## src/rtl/vram_fetch_streamer.sv

```systemverilog
// rtl/vram_fetch_streamer.sv - VRAM run fetcher feeding a first-word-fall-through FIFO
// Issues one read strobe per cycle while a run is pending and the FIFO can absorb the returning word.
module vram_fetch_streamer #(
    parameter int DEPTH = 8,
    parameter int CNT_W = 9
) (
    input  logic             clk,
    input  logic             rst,
    input  logic             start,
    input  logic [14:0]      start_addr,
    input  logic [CNT_W-1:0] word_count,
    input  logic             abort,
    output logic             busy,
    output logic             done,
    output logic [14:0]      vram_addr,
    output logic             vram_strobe,
    input  logic             vram_ack,
    input  logic [31:0]      vram_rddata,
    output logic [31:0]      out_data,
    output logic             out_valid,
    input  logic             out_ready
);
    localparam int PTR_W = $clog2(DEPTH);
    localparam int LVL_W = PTR_W + 1;

    typedef enum logic {S_IDLE, S_FETCH} state_t;

    state_t           r_state;
    state_t           w_state_next;
    logic [14:0]      r_cur_addr;
    logic [CNT_W-1:0] r_remaining;
    logic             r_done;
    logic [31:0]      r_mem [DEPTH];
    logic [PTR_W-1:0] r_wptr;
    logic [PTR_W-1:0] r_rptr;
    logic [LVL_W-1:0] r_level;

    logic             w_fetch;
    logic             w_ack;
    logic             w_push;
    logic             w_pop;
    logic             w_last;
    logic [CNT_W-1:0] w_rem_eff;
    logic [LVL_W:0]   w_level_eff;

    // An ack only counts while fetching; late acks after abort or reset land in IDLE and are dropped.
    assign w_fetch     = (r_state == S_FETCH);
    assign w_ack       = w_fetch && vram_ack;
    assign w_rem_eff   = r_remaining - CNT_W'(w_ack);
    assign w_level_eff = {1'b0, r_level} + (LVL_W + 1)'(w_ack);
    assign w_push      = w_ack && !abort;
    assign w_pop       = out_valid && out_ready;
    assign w_last      = w_ack && (r_remaining == CNT_W'(1));

    // Space check ignores a same-cycle pop so the word returning next cycle always fits.
    assign vram_addr   = r_cur_addr + 15'(w_ack);
    assign vram_strobe = w_fetch && (w_rem_eff != '0) &&
                         (w_level_eff <= (LVL_W + 1)'(DEPTH - 1));
    assign busy        = w_fetch;
    assign done        = r_done;
    assign out_valid   = (r_level != '0);
    assign out_data    = r_mem[r_rptr];

    always_ff @(posedge clk) begin
        if (rst) begin
            r_state <= S_IDLE;
        end else begin
            r_state <= w_state_next;
        end
    end

    always_comb begin
        w_state_next = r_state;
        if (abort) begin
            w_state_next = S_IDLE;
        end else begin
            case (r_state)
                S_IDLE:  if (start && (word_count != '0)) w_state_next = S_FETCH;
                S_FETCH: if (w_last) w_state_next = S_IDLE;
                default: w_state_next = S_IDLE;
            endcase
        end
    end

    always_ff @(posedge clk) begin
        if (rst) begin
            r_cur_addr  <= '0;
            r_remaining <= '0;
            r_done      <= 1'b0;
        end else begin
            r_done <= 1'b0;
            if (abort) begin
                r_remaining <= '0;
            end else if (r_state == S_IDLE) begin
                if (start) begin
                    r_cur_addr  <= start_addr;
                    r_remaining <= word_count;
                    r_done      <= (word_count == '0);
                end
            end else if (w_ack) begin
                r_cur_addr  <= r_cur_addr + 15'd1;
                r_remaining <= r_remaining - CNT_W'(1);
                r_done      <= w_last;
            end
        end
    end

    always_ff @(posedge clk) begin
        if (w_push) begin
            r_mem[r_wptr] <= vram_rddata;
        end
    end

    always_ff @(posedge clk) begin
        if (rst || abort) begin
            r_wptr  <= '0;
            r_rptr  <= '0;
            r_level <= '0;
        end else begin
            if (w_push) r_wptr <= r_wptr + PTR_W'(1);
            if (w_pop)  r_rptr <= r_rptr + PTR_W'(1);
            case ({w_push, w_pop})
                2'b10:   r_level <= r_level + LVL_W'(1);
                2'b01:   r_level <= r_level - LVL_W'(1);
                default: r_level <= r_level;
            endcase
        end
    end

endmodule

```

## config.mk

```make
export PLATFORM = sky130hd
export DESIGN_NAME = vram_fetch_streamer
export DESIGN_NICKNAME = d
export VERILOG_FILES = /design/src/rtl/vram_fetch_streamer.sv
export SDC_FILE = /design/constraint.sdc
export NUM_CORES = 1
export LEC_CHECK = 0
export CAP_MARGIN = 20
export CORE_UTILIZATION = 45
export DETAILED_ROUTE_END_ITERATION = 16
export PLACE_DENSITY_LB_ADDON = 0.25
export RECOVER_POWER = 25
export SYNTH_ARGS = -nofsm -noshare
export SYNTH_HDL_FRONTEND = slang
export SYNTH_SLANG_ARGS = --single-unit
```

## constraint.sdc

```tcl
create_clock -name clk -period 5.9 [get_ports clk]
set_input_delay 1.77 -clock clk [delete_from_list [all_inputs] [get_ports clk]]
set_output_delay 1.77 -clock clk [all_outputs]
set_load 0.01 [all_outputs]
```

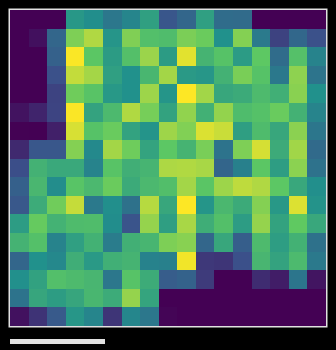
*Placement density heat map, run 1*
Scale bar: 50 um. The die is cut into 17 by 17 equal tiles; dark purple is low, yellow is high, 0 to 100% covered.
22% of the tiles are over 75% full. The densest ninth of the die: center. 13% of the tiles are nearly empty. The fullest tile reaches 100%. The emptiest ninth of the die: south-east.
Initial Util: 46.2%
Core ar.: 0.0263 sq mm

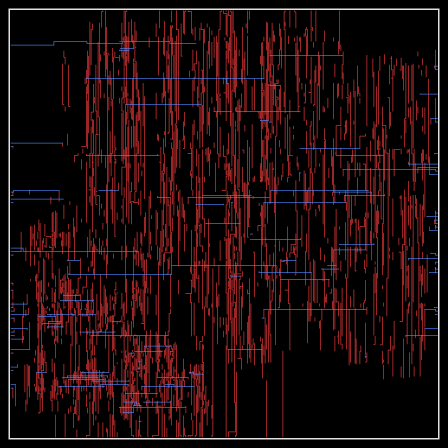
*Signal wires by layer, run 1*
Two of the layers only.
Key: M3 = blue [wire length 1380 um]; M2 = red [wire length 12900 um]
wire per inst: 21.5 um
Vias: 6752
final wirelength: 25300 um
All-Layer GR Usage: 18.6%

==> flow_summary_export.csv, run 1 <==
group,metric,value,unit
yosys,ys_sh_simple,5.84,%
clock_network,clock-root-buffer,"clkbuf_16",
floorplanning,io_pins,113,
yosys,syn_area,0.0122,sq mm
sta,rsz0062_at_grt,"false",
clock_network,cts_resized,0,
power_and_ir_drop,leakage,4.64,nW
placed_design,numPortBuffers,112,
layout,antennaDiodeCount,0,
critical_path,r2r_setup_slack,3420,ps
routing,firstDrtPassIters,11,
yosys,ys_sh_xor,1.44,%
placed_design,place_inst,1126,
clock_network,cts_tree,"yes",
yosys,ys_cells,700,
global_route,grt_pass1_wl,39800,um
clock_network,cts.sinks,295,
run,cap_violations,0,
layout,layout_top_cells,"256 x edfxtp_1, 91 x clkdlybuf4s50_1, 64 x mux4_2, 36 x dfxtp_1, 35 x nand2_1",
routing,drc,6,
sta,tightest_slew,1050,ps
placed_design,place_congestion,0.894,
critical_path,reg2reg_depth,9,
sta,fin_ws,117,ps
routing,viasPerCell,5.73,
critical_path,r2r-start,"r_level[1]$_SDFFE_PP0P_",
placed_design,post-place-ws,123,ps
clock_network,post_cts_buffers,0,
yosys,synthArstFlopShare,0,%
layout,drive_above_1_share,21.2,%
yosys,syn_avg_cell_area,17.4,sq um
yosys,synth_top_flop_cell,"edfxtp_1",
critical_path,start_kind,"primary input",
sta,fin_crit,5780,ps
global_route,grt_start_max_net_pins,65,
layout,lay_top_count,"edfxtp_1",
critical_path,worst_setup_path_end_kind,"output pin",
sta,min_period_over_period,98.0,%
critical_path,crit_buf_inv,3,
sta,hold_violations,0,
sta,max_freq,173,MHz
yosys,ys_seq_share,69.7,%
sta,skew,16.8,ps
sta,setup_tns,0,ps
yosys,ys_seq_elements,295,
yosys,synth_cell_type_count,57,
yosys,yosysChipArea,0.0122,sq mm
layout,synthToLayoutAreaGrowth,20.8,%
critical_path,worstPathRequired,4130,ps
global_route,grt_pass1_vias,7069,
critical_path,critPathSlowestCell,"clkdlybuf4s50_1",
clock_network,cts-htree-levels,1,
routing,postRouteAntennaNets,0,
yosys,ys_sh_aoi,4.31,%
yosys,top_area_share,63.3,%
yosys,area_leaders,"edfxtp_1 63%, mux4_2 12%, dfxtp_1 6.4%, mux2_2 3.1%, ha_1 1.3%",
min_path,worstHoldPathCells,2,
yosys,synth.logic.top_family,"multiplexers",
yosys,fp_nets,776,
clock_network,ctsHoldBuffers,0,
min_path,hold_path.class,"register to register",
run,warning_count,29,
critical_path,path_delay_family,"buffers and inverters",
global_route,grt-ovfl-total,0,
layout,final_cells,1179,
yosys,syn-instance-count,700,
critical_path,crit_fanout,3,
min_path,worstHoldStart,"r_rptr[1]$_SDFFE_PP0P_",
yosys,ys_sh_mux,15.5,%
placed_design,dpl.hpwl,15400,um
critical_path,arrival,4010,ps
sta,whs,486,ps
floorplanning,row_count,59,
sta,maxSlewViolCount,0,
yosys,synth.most_common_cell,"edfxtp_1",
layout,nets,898,
yosys,yosys_warnings,0,
yosys,synth_top_cell_by_area,"edfxtp_1",
yosys,ys_sh_adder,1.50,%
critical_path,crit_type,"primary input to output pin",
floorplanning,die_w,166,um
layout,finish.utilization,55.8,%
critical_path,r2r-end,"r_level[3]$_SDFFE_PP0P_",
placed_design,place_area,0.0137,sq mm
critical_path,cpPeakStageDelay,550,ps
yosys,top_cells_by_count,"256 x edfxtp_1, 64 x mux4_2, 39 x dfxtp_1",
layout,num-fill-cells,2044,
clock_network,clk_pin_slew_worst_paths,60,ps
run_status,violations,"design-rule violations",
floorplanning,die_y,166,um
power_and_ir_drop,total_power,4.28,mW
sta,setup_violations,0,
power_and_ir_drop,ir_drop,0.193,mV
critical_path,crit_chain,"clkdlybuf4s50_1 -> nand2_1 -> clkinv_1 -> ha_1 -> and3_1 -> nand2_1 -> nor3_1 -> xor2_1 -> clkdlybuf4s50_1",
floorplanning,dieArea,0.0277,sq mm
power_and_ir_drop,power_density,292,mW/mm^2
clock_network,cts.path.max_buffers,3,
routing,drtIter0Drc,581,
yosys,edf_count,256,
global_route,antenna_found_initial,2,
sta,slew_headroom,30.3,%
layout,fin_area,0.0147,sq mm
run_status,run_status,"finished with violations",
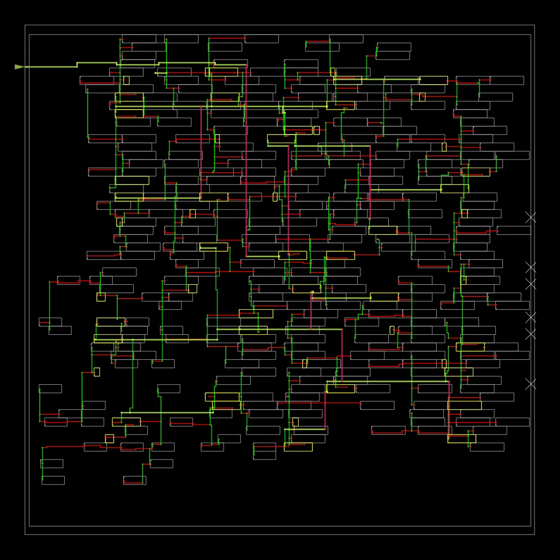
*Clock wiring as the flow saved it, run 1*
total CTS buffers: 29
clk_lat worst skew: 530 ps

## run 1: final cells by class
cell class / count / area (sq um) / area share, %
timing repair buffer: 130 / 1270 / 8.64
inverter: 12 / 45.0 / 0.307
tap: 335 / 419 / 2.86
multi-input combinational: 354 / 3520 / 24.0
sequential: 295 / 8480 / 57.8
clock buffer: 34 / 744 / 5.07
clock inverter: 19 / 199 / 1.36
## run 1: layer usage
| metal | track usage [%] | vias up | wire, um |
|---|---|---|---|
| met5 | 1.04 | - | 13 |
| met2 | 31.6 | 195 | 12900 |
| met1 | 25.3 | 3458 | 10700 |
| li1 | - | 3067 | - |
| met3 | 3.07 | 30 | 1380 |
| met4 | 4.07 | 2 | 337 |
## run 1: worst max path at each step
stage,startpoint,slack (ps),depth (start not counted),end
6_report,vram_ack,120,9,vram_addr[13]
5_1_grt,vram_ack,8,9,vram_addr[9]
4_1_cts,vram_ack,120,10,vram_addr[12]
3_5_place_dp,vram_ack,120,10,vram_addr[12]
3_3_place_gp,vram_ack,170,9,vram_strobe
2_1_floorplan,vram_ack,270,4,r_mem[0][0]$_DFFE_PP_
## run 1: where the power goes
| part | internal, mW | total [mW] | switching [mW] |
|---|---|---|---|
| logic | 0.0865 | 0.172 | 0.0853 |
| clock network | 1.08 | 1.82 | 0.743 |
| registers | 2.28 | 2.29 | 0.0170 |
| total | 3.44 | 4.28 | 0.846 |
## run 1: registers in the layout, summed over array words and instances, names as in the netlist, named ones only
register,flops
r_remaining,9
r_level,4
r_rptr,3
r_cur_addr,15
done,1
r_wptr,3
busy,1
r_mem,256
## run 1: worst min-delay path: stages (launching register included)
cell and delay, ps:
dfxtp_1 310, nand2_1 50, a21oi_1 70
==> run 2, diff against run 1 <==
Settings changed: SLEW_MARGIN set to 15.
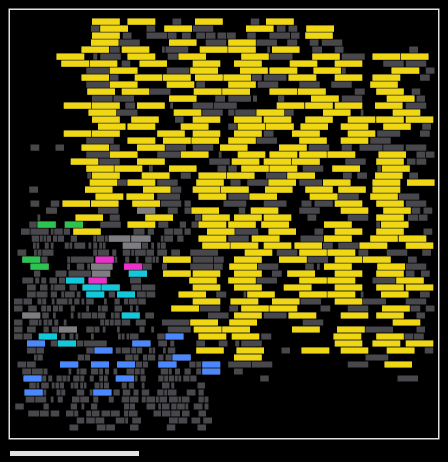
*Sequential cells grouped by signal name, run 2*
Scale bar: 50 um. Other sequential cells in the stronger gray, the rest of the logic in the fainter gray.
Key: r_mem = yellow [flops 256]; r_level = green [flops 4, where west]; r_remaining = cyan [flops 9]; r_cur_addr = blue [flops 15]; r_rptr = magenta [flops 3]
Another 8 sequential cells are not colored.
Register Area: 0.00848 sq mm
final core utilization: 55.8%
Seq power: 2.29 mW
register fraction of the total cell area: 57.8%

==> run 2 against run 1 <==
Compared with the run above: the run still ends with design-rule violations left; clock power about the same; power stayed put; synthesized area unchanged; global-route usage unchanged; count of clock-buffer cells in the layout unchanged; die area stayed put; via count unchanged; routed wire length unchanged; clock skew did not move; first-iteration DRC count did not move; sequential cell count did not move; sequential power about the same.
==> flow_summary_export.csv, run 2 <==
group,metric,value,unit
run_status,run_status,"finished with violations",
run_status,violations,"design-rule violations",
clock_network,cts-htree-levels,1,
critical_path,r2r-end,"r_level[3]$_SDFFE_PP0P_",
routing,viasPerCell,5.73,
yosys,top_cells_by_count,"256 x edfxtp_1, 64 x mux4_2, 39 x dfxtp_1",
sta,maxSlewViolCount,0,
yosys,top_area_share,63.3,%
routing,wirelength,25300,um
critical_path,r2r_setup_slack,3420,ps
layout,reg_top3,"r_mem: 256 flops, r_cur_addr: 15 flops, r_remaining: 9 flops",
critical_path,arrival,4010,ps
clock_network,post_cts_buffers,0,
clock_network,cts_tree,"yes",
sta,slew_headroom,30.3,%
floorplanning,placeableCoreArea,0.0263,sq mm
yosys,synth_top_cell_by_area,"edfxtp_1",
routing,wire_per_inst,21.5,um
critical_path,reg2reg_depth,9,
yosys,yosys_warnings,0,
run,cap_violations,0,
floorplanning,die_w,166,um
yosys,synth_cell_type_count,57,
critical_path,worstPathRequired,4130,ps
critical_path,r2r-start,"r_level[1]$_SDFFE_PP0P_",
yosys,syn_avg_cell_area,17.4,sq um
clock_network,clock-root-buffer,"clkbuf_16",
sta,skew,16.8,ps
yosys,synthArstFlopShare,0,%
yosys,yosysChipArea,0.0122,sq mm
sta,min_period_over_period,98.0,%
floorplanning,die_y,166,um
global_route,grt_pass1_vias,7069,
clock_network,cts_resized,0,
yosys,synth_top_flop_cell,"edfxtp_1",
yosys,syn-instance-count,700,
clock_network,cts_inserted_buffers,29,
global_route,grt_pass1_wl,39800,um
floorplanning,fp_util,46.2,%
global_route,grt_start_max_net_pins,65,
clock_network,ctsHoldBuffers,0,
critical_path,start_kind,"primary input",
yosys,ys_seq_share,69.7,%
placed_design,numPortBuffers,112,
yosys,synth.logic.top_family,"multiplexers",
clock_network,insertion_delay,530,ps
routing,firstDrtPassIters,11,
min_path,hold_path.class,"register to register",
floorplanning,io_pins,113,
global_route,grt_usage,18.6,%
yosys,synth.most_common_cell,"edfxtp_1",
yosys,ys_sh_adder,1.50,%
critical_path,worst_setup_path_end_kind,"output pin",
layout,nets,898,
routing,drtIter0Drc,581,
placed_design,post-place-ws,123,ps
global_route,grt-ovfl-total,0,
routing,drc,6,
yosys,ys_sh_simple,5.84,%
floorplanning,dieArea,0.0277,sq mm
layout,antennaDiodeCount,0,
sta,fin_ws,117,ps
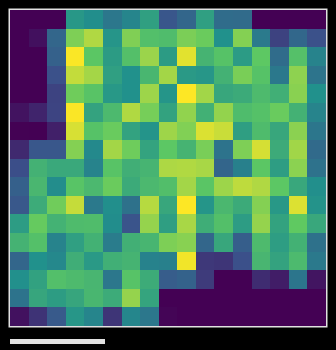
*Placement density heat map, run 2*
Scale bar: 50 um. The die is cut into 17 by 17 equal tiles; dark purple is low, yellow is high, 0 to 100% covered.
22% of the tiles are over 75% full. 13% of the tiles are nearly empty. The emptiest ninth of the die: south-east. The fullest tile reaches 100%.

[run 2: cell counts after synthesis]
Identical to the previous run, type by type.
[run 2: final cells by class]
class,instances,area [sq um]
Clock buffer,34,744
Clock inverter,19,199
Fill cell,2044,11600
Inverter,12,45.0
Multi-Input combinational cell,354,3520
Sequential cell,295,8480
Tap cell,335,419
Timing Repair Buffer,130,1270
[run 2: power breakdown]
part	switching, mW	total [mW]	internal, mW
clock	0.743	1.82	1.08
sequential	0.0170	2.29	2.28
combinational	0.0853	0.172	0.0865
total	0.846	4.28	3.44
[run 2: logic make-up after synthesis]
logic type                 after synthesis
DFF                                    295
and+or+nand+nor                        138
muxes                                  104
AOI/OAI and AO/OA                       78
buffers and inverters                   51
xor gates and xnor gates                20
adders and majority gates               14
[run 2: routing by layer]
metal	vias up	wire length [um]	GRT usage, %
li1	3067	-	-
met1	3458	10700	25.3
met2	195	12900	31.6
met3	30	1380	3.07
met4	2	337	4.07
met5	-	13	1.04
[run 2: worst max-delay path by stage]
stage,from,to,slack (ps)
after floorplan,vram_ack,r_mem[0][0]$_DFFE_PP_,270
after global placement,vram_ack,vram_strobe,170
after detailed placement,vram_ack,vram_addr[12],120
after CTS,vram_ack,vram_addr[12],120
after global routing,vram_ack,vram_addr[9],8
final,vram_ack,vram_addr[13],120
[run 2: critical path: stages]
cell and delay (ps):
clkdlybuf4s50_1 510, nand2_1 90, clkinv_1 100, ha_1 180, and3_1 250, nand2_1 110
nor3_1 260, xor2_1 180, clkdlybuf4s50_1 550
[run 2: stage by stage]
stage	instance area [sq um]	cells	hold WS, ps
finish	14700	1179	486
global route	14700	1179	528
CTS	14700	1179	489
detailed placement	13700	1126	480
global placement	13700	1126	451
floorplan	12200	700	454
Power and IR drop assume default switching activity.
